$ cat src/rtl/alu_result_display_if.sv
// Purpose : bundles the ALU-result inputs (F, flags, capture button, live
//           select) and the display outputs (seg, an, led) of the display block.
// Latency : none, wires only.
// Backpressure : none; the display is a free-running sink with no stall path.
// Ports (slave = display block side):
//   F[31:0], ZF, CF, OF, SF  ALU result and flags into the display
//   btn                      raw capture push-button, asynchronous, active-high
//   live                     1 = show live inputs, 0 = show held snapshot
//   seg[7:0]                 {dp,g,f,e,d,c,b,a}, active-low
//   an[7:0]                  digit enables, active-low, bit 0 = rightmost digit
//   led[7:0]                 {cap_cnt[3:0], SF, OF, CF, ZF}, active-high
interface alu_result_display_if;
  logic [31:0] F;
  logic        ZF;
  logic        CF;
  logic        OF;
  logic        SF;
  logic        btn;
  logic        live;
  logic [7:0]  seg;
  logic [7:0]  an;
  logic [7:0]  led;

  // master: whoever produces the ALU result and watches the display
  modport master (
    output F, ZF, CF, OF, SF, btn, live,
    input  seg, an, led
  );

  // slave: the display block itself
  modport slave (
    input  F, ZF, CF, OF, SF, btn, live,
    output seg, an, led
  );
endinterface

$ cat src/rtl/alu_result_display.sv
// Purpose : shows ALU result F in hex on an 8-digit multiplexed 7-segment
//           display and flags plus a capture count on LEDs; live or held view.
// Latency : seg/an/led are registered, one clock after the scan index and
//           source select; a button press captures ~DB_CNT+4 clocks after it
//           settles.
// Backpressure : none; inputs are sampled every clock, the display never stalls.
// Ports:
//   clk   system clock
//   rst   asynchronous, active-high reset
//   bus   alu_result_display_if.slave (F, flags, btn, live in; seg, an, led out)
module alu_result_display #(
  parameter int SCAN_DIV = 16,     // one digit step every 2^SCAN_DIV clocks
  parameter int DB_CNT   = 500000  // debounce stability window in clocks
) (
  input  logic               clk,
  input  logic               rst,
  alu_result_display_if.slave bus
);

  localparam int DBW = (DB_CNT > 1) ? $clog2(DB_CNT) : 1;
  localparam logic [DBW-1:0] DB_LAST = DBW'(DB_CNT - 1);

  // ---------------------------------------------------------------------------
  // State
  // ---------------------------------------------------------------------------
  logic                sync1_q, sync1_d;
  logic                sync2_q, sync2_d;
  logic                stable_q, stable_d;
  logic                stable_dly_q, stable_dly_d;
  logic [DBW-1:0]      db_cnt_q, db_cnt_d;

  logic [31:0]         held_f_q, held_f_d;
  logic [3:0]          held_flags_q, held_flags_d;  // {SF,OF,CF,ZF}
  logic [3:0]          cap_cnt_q, cap_cnt_d;

  logic [SCAN_DIV-1:0] scan_q, scan_d;
  logic [2:0]          idx_q, idx_d;

  logic [7:0]          seg_q, seg_d;
  logic [7:0]          an_q, an_d;
  logic [7:0]          led_q, led_d;

  // ---------------------------------------------------------------------------
  // Combinational helpers
  // ---------------------------------------------------------------------------
  logic                cap;
  logic [3:0]          live_flags;
  logic [31:0]         src_f;
  logic [3:0]          src_flags;
  logic [3:0]          nib;
  logic                stale;

  // Active-low g..a pattern for one hex digit.
  function automatic logic [6:0] hex7(input logic [3:0] n);
    logic [6:0] s;
    case (n)
      4'h0:    s = 7'h40;
      4'h1:    s = 7'h79;
      4'h2:    s = 7'h24;
      4'h3:    s = 7'h30;
      4'h4:    s = 7'h19;
      4'h5:    s = 7'h12;
      4'h6:    s = 7'h02;
      4'h7:    s = 7'h78;
      4'h8:    s = 7'h00;
      4'h9:    s = 7'h10;
      4'hA:    s = 7'h08;
      4'hB:    s = 7'h03;
      4'hC:    s = 7'h46;
      4'hD:    s = 7'h21;
      4'hE:    s = 7'h06;
      default: s = 7'h0E;
    endcase
    return s;
  endfunction

  // ---------------------------------------------------------------------------
  // Button synchroniser and debouncer
  // ---------------------------------------------------------------------------
  always_comb begin
    sync1_d      = bus.btn;
    sync2_d      = sync1_q;
    stable_d     = stable_q;
    db_cnt_d     = db_cnt_q;
    stable_dly_d = stable_q;
    // Any sample that agrees with the debounced level restarts the window, so
    // only an uninterrupted run of DB_CNT disagreeing samples flips stable.
    if (sync2_q == stable_q) begin
      db_cnt_d = '0;
    end else if (db_cnt_q == DB_LAST) begin
      stable_d = sync2_q;
      db_cnt_d = '0;
    end else begin
      db_cnt_d = db_cnt_q + 1'b1;
    end
  end

  // Rising edge of the debounced level: exactly one pulse per press, none on
  // release.
  assign cap = stable_q & ~stable_dly_q;

  // ---------------------------------------------------------------------------
  // Snapshot capture (independent of live)
  // ---------------------------------------------------------------------------
  assign live_flags = {bus.SF, bus.OF, bus.CF, bus.ZF};

  always_comb begin
    held_f_d     = held_f_q;
    held_flags_d = held_flags_q;
    cap_cnt_d    = cap_cnt_q;
    if (cap) begin
      held_f_d     = bus.F;
      held_flags_d = live_flags;
      cap_cnt_d    = cap_cnt_q + 4'd1;  // 4-bit wrap 15 -> 0
    end
  end

  // ---------------------------------------------------------------------------
  // Scan prescaler and digit index
  // ---------------------------------------------------------------------------
  always_comb begin
    scan_d = scan_q + 1'b1;
    idx_d  = idx_q;
    if (&scan_q) begin
      idx_d = idx_q + 3'd1;  // 3-bit wrap 7 -> 0
    end
  end

  // ---------------------------------------------------------------------------
  // Source select and output formatting
  // ---------------------------------------------------------------------------
  assign src_f     = bus.live ? bus.F      : held_f_q;
  assign src_flags = bus.live ? live_flags : held_flags_q;
  assign nib       = src_f[{idx_q, 2'b00} +: 4];

  // In hold mode the rightmost decimal point warns that the snapshot no longer
  // matches what the ALU is producing now.
  assign stale = ~bus.live & (held_f_q != bus.F);

  always_comb begin
    seg_d = {~(stale && (idx_q == 3'd0)), hex7(nib)};
    an_d  = ~(8'b1 << idx_q);
    led_d = {cap_cnt_q, src_flags};
  end

  // ---------------------------------------------------------------------------
  // Registers
  // ---------------------------------------------------------------------------
  always_ff @(posedge clk or posedge rst) begin
    if (rst) begin
      sync1_q      <= 1'b0;
      sync2_q      <= 1'b0;
      stable_q     <= 1'b0;
      stable_dly_q <= 1'b0;
      db_cnt_q     <= '0;
      held_f_q     <= 32'h0;
      held_flags_q <= 4'h0;
      cap_cnt_q    <= 4'h0;
      scan_q       <= '0;
      idx_q        <= 3'd0;
      seg_q        <= 8'hFF;
      an_q         <= 8'hFF;
      led_q        <= 8'h00;
    end else begin
      sync1_q      <= sync1_d;
      sync2_q      <= sync2_d;
      stable_q     <= stable_d;
      stable_dly_q <= stable_dly_d;
      db_cnt_q     <= db_cnt_d;
      held_f_q     <= held_f_d;
      held_flags_q <= held_flags_d;
      cap_cnt_q    <= cap_cnt_d;
      scan_q       <= scan_d;
      idx_q        <= idx_d;
      seg_q        <= seg_d;
      an_q         <= an_d;
      led_q        <= led_d;
    end
  end

  assign bus.seg = seg_q;
  assign bus.an  = an_q;
  assign bus.led = led_q;

endmodule
$ cat src/flat_wrapper.sv
// flat-port wrapper written by rule: the top's interface ports become plain ports
module alu_result_display_flat 
#(
  parameter int SCAN_DIV = 16,                                              
  parameter int DB_CNT   = 500000                                        
)
  (clk, rst, bus_F, bus_ZF, bus_CF, bus_OF, bus_SF, bus_btn, bus_live, bus_seg, bus_an, bus_led);
  alu_result_display_if bus_i ();
  input  logic clk;
  input  logic rst;
  input wire logic [$bits(bus_i.F)-1:0] bus_F;
  input wire logic [$bits(bus_i.ZF)-1:0] bus_ZF;
  input wire logic [$bits(bus_i.CF)-1:0] bus_CF;
  input wire logic [$bits(bus_i.OF)-1:0] bus_OF;
  input wire logic [$bits(bus_i.SF)-1:0] bus_SF;
  input wire logic [$bits(bus_i.btn)-1:0] bus_btn;
  input wire logic [$bits(bus_i.live)-1:0] bus_live;
  output wire logic [$bits(bus_i.seg)-1:0] bus_seg;
  output wire logic [$bits(bus_i.an)-1:0] bus_an;
  output wire logic [$bits(bus_i.led)-1:0] bus_led;
  assign bus_i.F = bus_F;
  assign bus_i.ZF = bus_ZF;
  assign bus_i.CF = bus_CF;
  assign bus_i.OF = bus_OF;
  assign bus_i.SF = bus_SF;
  assign bus_i.btn = bus_btn;
  assign bus_i.live = bus_live;
  assign bus_seg = bus_i.seg;
  assign bus_an = bus_i.an;
  assign bus_led = bus_i.led;
  alu_result_display #(.SCAN_DIV(SCAN_DIV), .DB_CNT(DB_CNT)) u_core (.clk(clk), .rst(rst), .bus(bus_i));
endmodule
$ cat config.mk
export PLATFORM = sky130hd
export DESIGN_NAME = alu_result_display_flat
export DESIGN_NICKNAME = d
export VERILOG_FILES = /design/src/rtl/alu_result_display_if.sv /design/src/rtl/alu_result_display.sv /design/src/flat_wrapper.sv
export SDC_FILE = /design/constraint.sdc
export NUM_CORES = 1
export LEC_CHECK = 0
export ABC_AREA = 1
export CAP_MARGIN = 20
export CORE_MARGIN = 3
export CORE_UTILIZATION = 55
export CTS_CLUSTER_SIZE = 28
export DETAILED_ROUTE_END_ITERATION = 8
export GPL_ROUTABILITY_DRIVEN = 0
export PLACE_DENSITY = 0.78
export SLEW_MARGIN = 20
export SYNTH_ARGS = -nofsm -noshare
export SYNTH_HDL_FRONTEND = slang
export SYNTH_SLANG_ARGS = --single-unit
$ cat constraint.sdc
create_clock -name clk -period 4.36 [get_ports clk]
set_input_delay 1.09 -clock clk [delete_from_list [all_inputs] [get_ports clk]]
set_output_delay 1.09 -clock clk [all_outputs]
set_load 0.03 [all_outputs]
Run 1, track usage over the die:
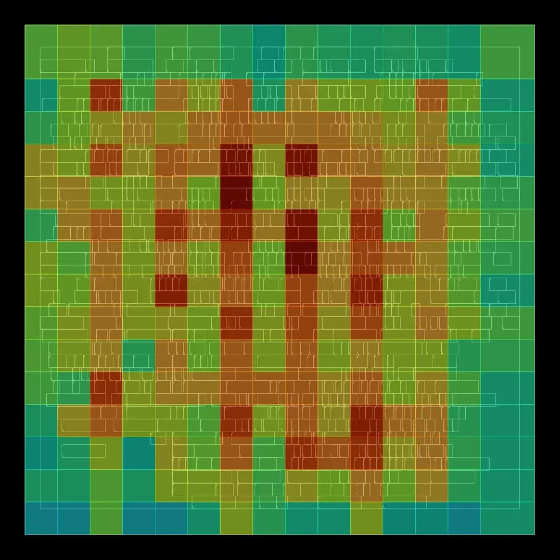
grt met2 use: 35.2%
M1 GR Usage: 30.3%
WL/cell: 13.3 um
GRT met3 Usage: 6.63%

Run 1, clock wires, drivers and flops:
Bar = 20 um.
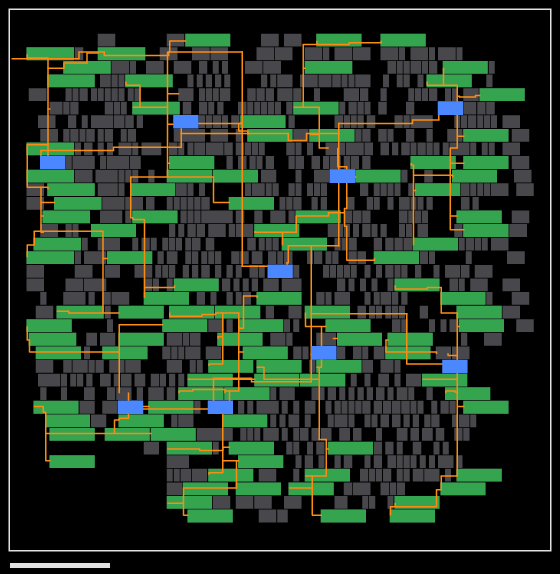
[flip-flops] green | count: 106
[cells driving clock nets] blue | count: 9
[clock wires] orange | length: 1,200 um
flops lie: spread over the die

Run 1, selected gate families:
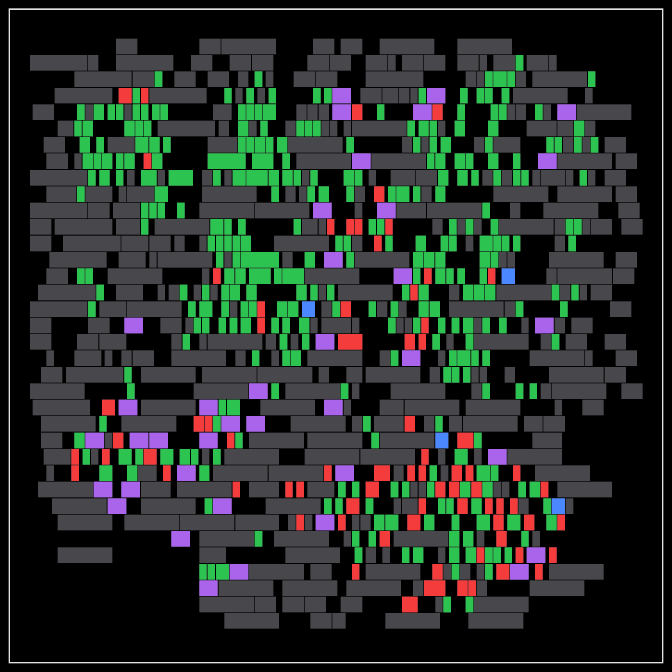
| family | colour | cells |
|---|---|---|
| XOR/XNOR gates | purple | 38 |
| NAND gates | green | 310 |
| AND and OR gates | blue | 4 |
| NOR gates | red | 75 |

==> impl_metrics.ini, run 1 <==
; yosys + openroad results
[grt]
grt_overflow = 0
grt_pass1_vias = 4559
grt_max_degree = 62
grt_pass1_wl_um = 20800
antenna_found_initial = 0

[synth]
ys_sh_xor_pct = 5.81
async_flop_share_pct = 100
yosys_cells = 724
synth.most_common_cell = nand2_1
syn_area_um2 = 5730
synth.area.mux_share_pct = 0.197
yosys_area_um2 = 5730
edf_count = 0
syn_avg_cell_area_um2 = 7.91
ys.flops = 106
yosys.area.top_type_share_pct = 39.3
ys_sh_adder_pct = 2.84
syn_inst = 724
synth_cell_types = 37
synthTopCellsByCount = 213 x nand2_1, 90 x dfrtp_1, 88 x inv_1
compound_area_share_pct = 5.62

[clock_tree]
clk_latency_ps = 390
holdBufCountCts = 0
post_cts_buffers = 0
clk_pin_slew_ps = 110
tritoncts = done
cts-root-buf = clkbuf_8
cts_resized = 0

[route]
vias = 4835
first_iter_violations = 265
dr.max_layer_used = met4
drt-met1-wl_um = 5440
met2WireLength_um = 5670

[pwr]
pwr-share-comb_pct = 10.5
p_total_mw = 1.78
power_switching_mw = 0.485
seqPwrFrac_pct = 56.3
leakagePower_nw = 3.09

[layout]
utilization_pct = 66.5
nFillCells = 859
layout.cells.non_filler = 918
comb_area_share_pct = 38.7
final_cell_mix = 213 x nand2_1, 90 x dfrtp_1, 87 x inv_1
flop_area_um2 = 2670
buf_share_pct = 10.1
clock_cell_area_share_pct = 2.89
top_area_cell_class = sequential cells
syn2layout_area_growth_pct = 15.6
flops = 106
clock_buffers = 9
layout-drive-gt1-share_pct = 8.03
antenna_cells = 0
layout_top_cell = nand2_1
nets = 833
num-multi-input-gates = 502
sh_seq_area_pct = 40.4

[floorplan]
die.size.y_um = 108
rows = 36
core_um2 = 9950
die_x_um = 108
ios = 64
fp_util_pct = 57.5
taps = 133
die_area_um2 = 11700

[critical_path]
crit_arrival_ps = 3300
ff2ff_path_depth = 11
startpoint_type = input pin
cp_max_fo = 52
critPathBufInv = 4
path_depth = 13
cp_cell_sequence = clkdlybuf4s50_1, buf_4, nor2_1, nor2_1, nand2_1, nand3_1, nand3_1, nand2_1, inv_1, ha_1, inv_1, nand3_1, o21ai_0
end_kind = flip-flop
rrSetupSlack_ps = 1970
rr_endpoint = u_core.bus.seg[2]$_DFF_PP1_
worstSetupEndpoint = u_core.bus.seg[2]$_DFF_PP1_

[sta]
final.period_utilization_pct = 68.4
rsz0062_at_grt = false
fin_ws_ps = 1380
setup_viol = 0
hold_violations = 0
max_freq_mhz = 335
slew-limit-headroom_pct = 55.5

[worst_hold_path]
min_to = u_core.sync2_q$_DFF_PP0_
hold_class = reg2reg

[placed_design]
hpwl_um = 8670
portBuffers = 63
post_dp_cell_area_um2 = 6430
dp.cells = 902

[job]
cap_violations = 0
tool_warnings = 33

[outcome]
status = completed
-- run 1: sequential cells by signal, indices dropped and copies added (netlist names) --
name,cells
u_core.db_cnt_q,19
u_core.bus.an,8
u_core.stable_dly_d,1
u_core.sync1_q,1
u_core.idx_q,3
u_core.held_flags_q,4
u_core.bus.seg,8
u_core.stable_dly_q,1
u_core.scan_q,16
u_core.held_f_q,32
u_core.sync2_q,1
u_core.bus.led,8
u_core.cap_cnt_q,4
-- run 1: power groups by stage --
stage	Clock [mW]	Combinational (mW)	Sequential (mW)
after detailed placement	0	0.189	1.02
after CTS	0.615	0.190	1.00
after global routing	0.660	0.209	1.01
after floorplan	0	0.0897	1.04
after global placement	0	0.185	1.02
final	0.592	0.188	1.00
==> run 1 -> run 2 <==
clock period = 3 ns   (was 4.36 ns; I/O delays follow)
Run 2, selected gate families:
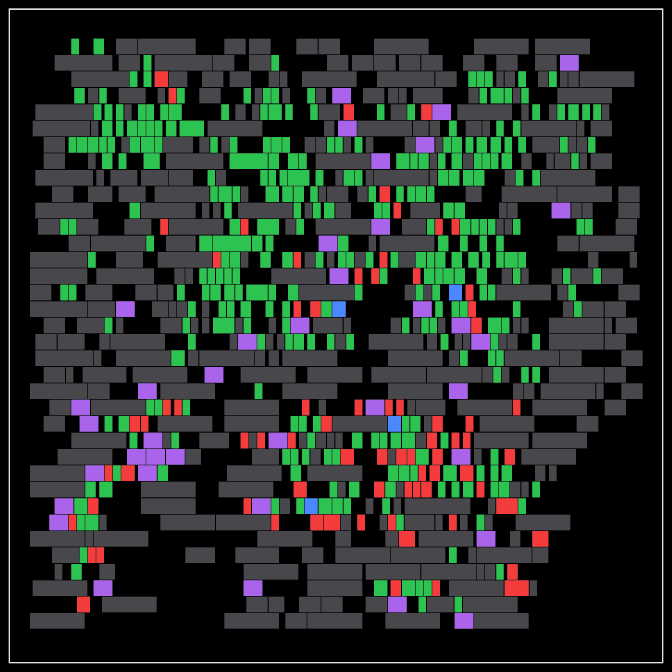
| family | colour | cells |
|---|---|---|
| XOR/XNOR gates | purple | 38 |
| NOR gates | red | 75 |
| AND and OR gates | blue | 4 |
| NAND gates | green | 310 |

==> impl_metrics.ini, run 2 <==
; yosys + openroad results
[critical_path]
crit_arrival_ps = 2830
r2r_start = u_core.idx_q[2]$_DFFE_PP0P_
setup.worst_path.start = bus_live
rrSetupSlack_ps = 790
max_stage_delay_ps = 610
startpoint_type = input pin
cpMaxStageDelayCell = clkdlybuf4s50_1
critPathBufInv = 3
rr_endpoint = u_core.bus.seg[3]$_DFF_PP1_
cp_cell_sequence = clkdlybuf4s50_1, buf_4, nor2_1, nor2_1, nand2_1, nand3_1, nand3_1, nand2_1, inv_1, ha_1, nand3b_1, nand2_1, nand2_1, nand2_1
cp_max_fo = 12
crit_path_frequent_cell = nand2_1
ff2ff_path_depth = 9
path_class = in2reg
crit_required_ps = 3310
end_kind = flip-flop
cp_top_family = buffers and inverters
worstSetupEndpoint = u_core.bus.seg[5]$_DFF_PP1_
path_depth = 14

[clock_tree]
clock_sinks = 106
holdBufCountCts = 0
clk_pin_slew_ps = 100
cts-root-buf = clkbuf_8
post_cts_buffers = 0
clk_latency_ps = 380
h-tree-depth = 3
clockBufferDepth = 2
tritoncts = done
numCtsBuffers = 9
cts_resized = 0

[grt]
grtUsageMet1_pct = 32.1
grt_pass1_wl_um = 22500
antenna_found_initial = 0
grt_max_degree = 57
grt_pass1_vias = 4849
grt_most_used_layer = met2
grt_overflow = 0
use_met2_pct = 39.8
grt.total_usage_pct = 24.0
met3_usage_pct = 3.70

[synth]
syn_avg_cell_area_um2 = 7.91
top_logic_kind = simple AND/OR/NAND/NOR gates
ys_sh_xor_pct = 5.81
synth_top_cell_by_area = dfrtp_1
ys_seq_share_pct = 46.7
ys.flops = 106
yosys_cells = 724
syn_inst = 724
edf_count = 0
synthFlopType = dfrtp_1
ys_sh_simple_pct = 30.2
ys_sh_adder_pct = 2.84
synthTopCellsByCount = 213 x nand2_1, 90 x dfrtp_1, 88 x inv_1
yosys_area_um2 = 5730
synth.most_common_cell = nand2_1
yosys_warnings = 0
yosys.area.top_type_share_pct = 39.3
syn_area_um2 = 5730
synth.area.mux_share_pct = 0.197
yosys-top-cells-area = dfrtp_1 39%, nand2_1 14%, dfstp_2 7.3%, nand3_1 6.0%, inv_1 5.8%
compound_area_share_pct = 5.62
synth_cell_types = 37
synth_nets = 777
async_flop_share_pct = 100

[sta]
rsz0062_at_grt = false
final.period_utilization_pct = 83.8
clock_skew_ps = 12.7
max_freq_mhz = 398
setup_viol = 0
setup_tns_ps = 0
fin_crit_ps = 2510
worst_pin_slew_ps = 707
slew_violations = 0
hold_violations = 0
slew-limit-headroom_pct = 52.7

[layout]
layout-drive-gt1-share_pct = 8.71
largest_register_ffs = 32
layout_top_cell = nand2_1
top_register = u_core.held_f_q
final_cell_mix = 213 x nand2_1, 90 x dfrtp_1, 87 x inv_1
top_regs = u_core.held_f_q (32), u_core.db_cnt_q (19), u_core.scan_q (16)
utilization_pct = 67.3
nets = 840
layout.cells.non_filler = 925
antenna_cells = 0
syn2layout_area_growth_pct = 17.0
nFillCells = 823

[pwr]
pwr-share-comb_pct = 10.7
irDropWorstVdd_mv = 0.277
pg_clk_mw = 0.921
p_clk_share_pct = 34.6
p_seq_mw = 1.46
power_switching_mw = 0.696
pg_comb_mw = 0.285
p_int_mw = 1.97
switching_share_pct = 26.1
seqPwrFrac_pct = 54.8
power.density_nw_per_um2 = 398
power-top-group = registers
leakagePower_nw = 3.12
p_total_mw = 2.67

[worst_hold_path]
hold_depth = 0
hold_class = reg2reg
min_to = u_core.sync2_q$_DFF_PP0_
min_from = u_core.sync1_q$_DFF_PP0_

[outcome]
status = completed

[placed_design]
portBuffers = 63
dp.cells = 909
hpwl_um = 9560

[route]
wl_per_cell_um = 14.3
drtPass1Iterations = 5
first_iter_violations = 361
drc = 0
viasPerCell = 5.38
dr.max_layer_used = met4
met2WireLength_um = 6280
vias = 4980
ant_nets = 0
drt_wl_total_um = 13200
wl_met3_um = 873
drt-met1-wl_um = 5830

[job]
cap_violations = 0
tool_warnings = 33

[floorplan]
rows = 36
die.size.y_um = 108
fp_util_pct = 57.5
core_um2 = 9950
die_area_um2 = 11700
ios = 64
die_x_um = 108
Run 2, placement by cell class:
Bar = 20 um.
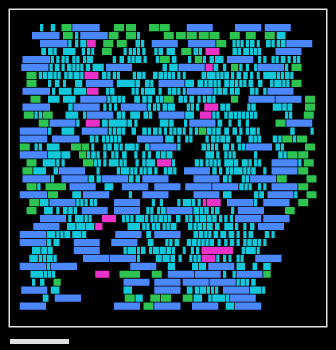
| class | colour | cells |
|---|---|---|
| clock drivers and dummy loads | magenta | 16 |
| flip-flops | blue | 106 |
| other buffers and delay cells | green | 73 |
| all other logic | cyan | 597 |

-- run 2: netlist changes by cell type in the layout (fill, tap and decap cells not counted), sizes merged --
cell	before	now
bufinv	0	1
clkbuf	9	10
buf	3	10
inv	99	95
clkinvlp	1	3
-- run 2: area by class of cell --
class	instances	area (um^2)	share of cell area (%)
Sequential cell	106	2670	39.9
Multi-Input combinational cell	502	2560	38.3
Timing Repair Buffer	73	731	10.9
Inverter	95	360	5.38
Tap cell	133	166	2.48
Clock buffer	10	128	1.91
Clock inverter	6	76.3	1.14
-- run 2: through the flow --
stage / hold WS (ps) / setup slack [ps] / cell area [um^2]
floorplan: 331 / 920 / 5730
finish: 370 / 485 / 6700
global route: 382 / 264 / 6700
CTS: 370 / 519 / 6700
detailed placement: 347 / 164 / 6490
global placement: 342 / 247 / 6490
Power and IR drop assume default switching activity.
